==> config.mk <==
export PLATFORM = sky130hd
export DESIGN_NAME = uart_mmio_bridge
export DESIGN_NICKNAME = d
export VERILOG_FILES = /design/src/rtl/uart_pkg.sv /design/src/rtl/lowest_set_lane.sv /design/src/rtl/uart_mmio_bridge.sv
export SDC_FILE = /design/constraint.sdc
export NUM_CORES = 1
export LEC_CHECK = 0
export CORE_MARGIN = 2
export CORE_UTILIZATION = 47
export CTS_CLUSTER_SIZE = 20
export DETAILED_ROUTE_END_ITERATION = 10
export GPL_TIMING_DRIVEN = 0
export PLACE_DENSITY = 0.77
export SLEW_MARGIN = 15
export SYNTH_ARGS = -nofsm -noshare
export SYNTH_HDL_FRONTEND = slang
export SYNTH_SLANG_ARGS = --single-unit
==> constraint.sdc <==
create_clock -name clk -period 7.5 [get_ports clk]
set_input_delay 0.75 -clock clk [delete_from_list [all_inputs] [get_ports clk]]
set_output_delay 0.75 -clock clk [all_outputs]
set_load 0.05 [all_outputs]
### The metal 1 layer

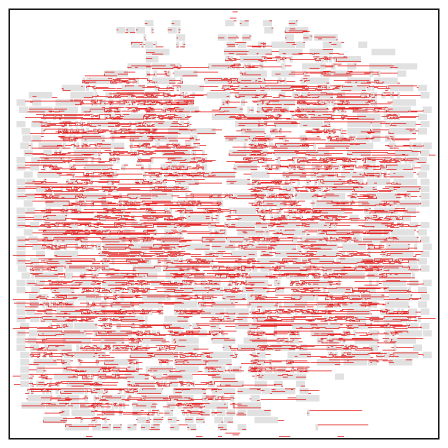
main direction = horizontal
wire length on this layer = 14,500 µm
nets with wire on the layer = 1,399
share of all routed wire = 41%
drt total wl: 35.01 mm
number of vias in the routed layout: 10,490

### Signal wires on met2

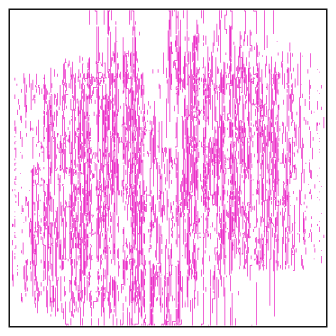
share of all routed wire = 47%
nets with wire on the layer = 1,294
longest straight run = 65.6 µm
met2 track demand over resource: 44.06%

### Metal 3

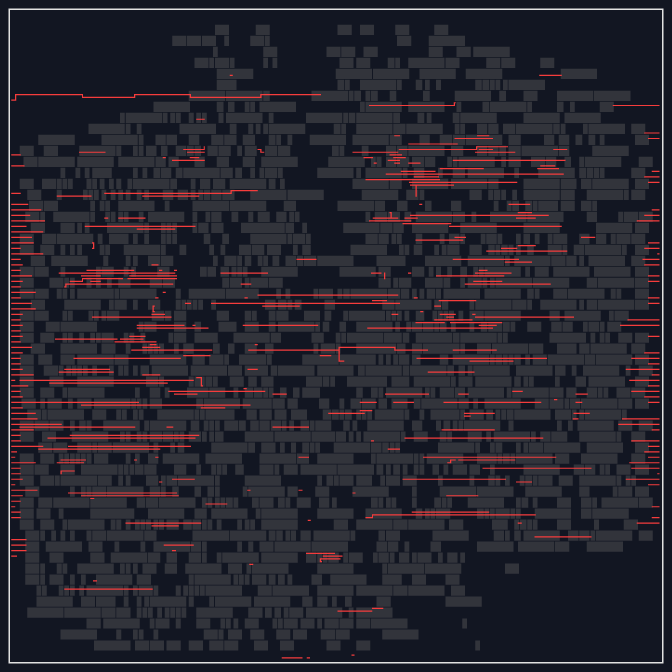
share of all routed wire = 7.5%
longest straight run = 46.5 µm
main direction = horizontal
global routing usage on met3: 4.032%

### Met4 routing

Bar = 50 µm.
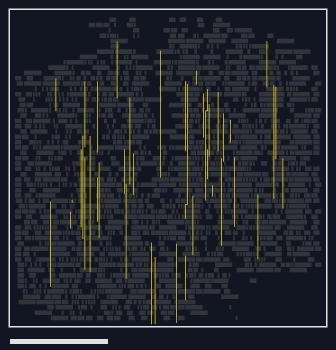
wire length on this layer = 1,370 µm
longest straight run = 69.4 µm
share of all routed wire = 3.9%

==> design notes <==
The tools report the combinational share of power as 48.1%. Pin placement for this block handled 241 I/O pins. Clock network power for this build is 1310 µW.

Data-path buffer share of cell area in the final layout: 16.29%. The sequential share of power is 31.0%. Family of cells with the greatest summed delay on the critical path: buffers and inverters. On the reported timing paths, the clock transition at the registers reads 0.06 ns.

The sequential fraction of total cell area was 40.11%. For reference, the most critical setup path is categorized as reg -> out. Internal power comes to 3480 µW.

Per the skew report, the later register of the worst-skew pair sees a clock latency of 0.54 ns. The non-clock buffer instance count of the final layout is 285, and the fraction of the core area occupied by cells at floorplan is 47.84%. According to the tapcell log, the count of inserted taps is 324. TritonCTS created 26 clock buffers.

The number of hold buffers added after CTS came out at 0. In the final report, the number of hold violations comes to 0. Per the detail_route log, met3 wirelength is 2.632 mm.

The run gives 1 for the depth of the CTS H-tree. The net count after synthesis was 1,423; the initial antenna violation count was 1. The count of cells along the worst hold path came out at 2.

The area after detailed placement was 13,970 µm²; the power density over cell area was 422.4 nW/µm². The signal on the critical path passes through buf_4 > or3_1 > buf_2 > buf_6 > clkbuf_1 > nor2_1 > clkdlybuf4s50_1. For this run, the number of standard cells in the final layout without fillers is 1,826. In this run the vertical extent of the chip is 161.3 µm. The timing report lists the critical path depth as 7 cells. The count of input and output buffers was 175. The synthesized netlist was found by Yosys to have 1,272 cells. In the post-synthesis netlist, the biggest area contributors are dfrtp_1 51%, nand2_1 13%, mux2i_1 5.9%, o21ai_0 4.1%, o31ai_1 3.1%. The slew of the pin with the lowest slew margin came out at 0.8766 ns. The tools report the kind of end point of the critical path as an output pin. The die area is 26,030 µm², and the switching share of power is 44.51%.

The count of multi-input combinational gates is 905. The commonest register cell after synthesis is dfrtp_1. The CTS root buffer is clkbuf_16.

Net count of the finished layout: 1,634. Summing the areas of all compound-gate instances in the mapped netlist gives 18.66% of the synthesized area. The number of gates resized after CTS is 0, and the global routing usage summed across all routing layers is 26.95%.

With the combinational gate power at 3010 µW, the post-route clock period utilization is 52.15%. The final critical-path required period was 3.912 ns; the worst path required time was 6.75 ns. The tree built by TritonCTS fans out to 238 sinks. The total negative slack for setup checks was 0 ns; the multi-input logic area was 5086 µm². The post-synthesis async set-or-reset flop share was 100.0%. The cell class ranked first by area was registers.

In the synthesized netlist, the dominant kind of combinational cell is simple AND/OR/NAND/NOR gates. Warnings reported by Yosys during synthesis add up to 0. Per the synthesis report, the number of distinct cell types is 61.

The proportion of netlist area held by the largest area contributor works out to 51.19%. The routed metal-1 wire length was 14.49 mm; the final-layout clock buffer total was 42. The global routing report lists met1 layer usage as 36.32%. Of the post-synthesis cell area, the part taken by muxes is 6.130%.

For the number of buffers on the longest clock path, the log shows 3. Max-cap violations in this run came to 0. Per the synthesis report, the simple-gate share of the synthesized area is 18.71%. TritonCTS built the clock tree.

The script extracted a total leakage power of 0.006636 µW. The run gives 10,240 for the via count of the first global-routing pass. After detailed placement, the design holds a cell count of 1,779. Counting flops with a built-in enable in the synthesized netlist gives 0. Sequential power for this build is 1950 µW. The run finished with clean final reports. The type of origin of the critical path was a register. In the final layout, the share of cells above drive strength 1 is 7.257%. Looking at the global route congestion table, the highest-usage layer is met2. On the worst path, the slowest cell contributes a delay of 0.84 ns. In this run the remaining antenna-violating nets after routing total 0. Setup repair after global routing left no endpoint under its margin.

The run gives 57 as the number of standard-cell rows in the floorplan. The run gives 16.50 mm as the length of routed met2 wiring. The global route stage reports its total congestion overflow as 0. The number of antenna diodes came out at 0.

In the layout the commonest cells are 391 x nand2_1, 238 x dfrtp_1, 175 x clkdlybuf4s50_1, 95 x o21ai_0, 88 x nor2_1. The run gives 25.53 mm as the placed wire-length estimate after detailed placement. According to the floorplan report, the placeable core area is 24,320 µm². The run gives 238 as the number of flip-flops and latches. Leaving out fill and tap cells, the most frequent cell in the layout is nand2_1. The layout filler cell count is 2,092.

The tool warning count for the run is 85. The top power group is combinational logic. From the final report, the count of setup violators was given as 0. The area occupied by registers was 5956 µm². On the critical path, the stage with the largest delay is an instance of clkdlybuf4s50_1. Synthesis produced a netlist whose cell count is 1,272. The detail-routed via count per cell was 5.742; the final design utilization was 61.05%. The yosys-reported design area after synthesis was 11,630 µm². Looking at the post-CTS report, the setup buffer insertion count equals 0. Remaining design rule violation count: 0. Summed over all instances, the cell type with the most area after synthesis is dfrtp_1. Summing the areas of all xor and xnor instances in the mapped netlist gives 0% of the synthesized area. The count of buffering cells on the critical path with inverters included works out to 5.

Among all cell types in the netlist, the one instantiated most often is nand2_1. Once synthesis finished, the tally of register bits stood at 238. For flop-to-flop paths, the worst setup slack is 4.51 ns. With the pin count of the biggest net entering global routing at 37, the synthesis-to-finish area growth is 27.62%.

The number of cells on the worst reg-to-reg path works out to 10. The top routing layer in use was met5. Once layout is done, the placed cells without fillers occupy 14,850 µm².

The worst hold path belongs to the class reg -> reg. The power report attributes to the clock group a share of 20.9%. Looking at the critical path, the highest net fanout was 10. The total power was 6272 µW.

The run gives 51.19% for the share of synthesized area occupied by flip-flops and latches. The post-detailed-route wirelength per cell came out at 19.17 µm. In this run the VDD rail shows a maximum IR drop of 0.2631 mV. Number of DRC violations after detailed-routing iteration 0: 1,022. The net switching power figure is 2791 µW. The fraction of area in clock buffers and inverters came out at 5.907%. Per the OpenROAD floorplan log, the width of the die is 161.3 µm. The synthesized netlist devotes 0.2151% of its cell area to adder and majority cells. The flow reports an fmax of 255.7 MHz. The final timing report lists a max-slew violation count of 0. Ranked by instance count, the synthesized netlist is headed by 391 x nand2_1, 238 x dfrtp_1, 95 x o21ai_0.

Counting the inverters off the clock network in the layout gives 27. In the log, the iteration count for the first detailed-route pass is 8. The slack of the critical path was 3.588 ns. The run gives 3.16 ns as the arrival time of data at the critical path endpoint.
Power figures rest on the tool's default switching activity, not on a simulated workload.
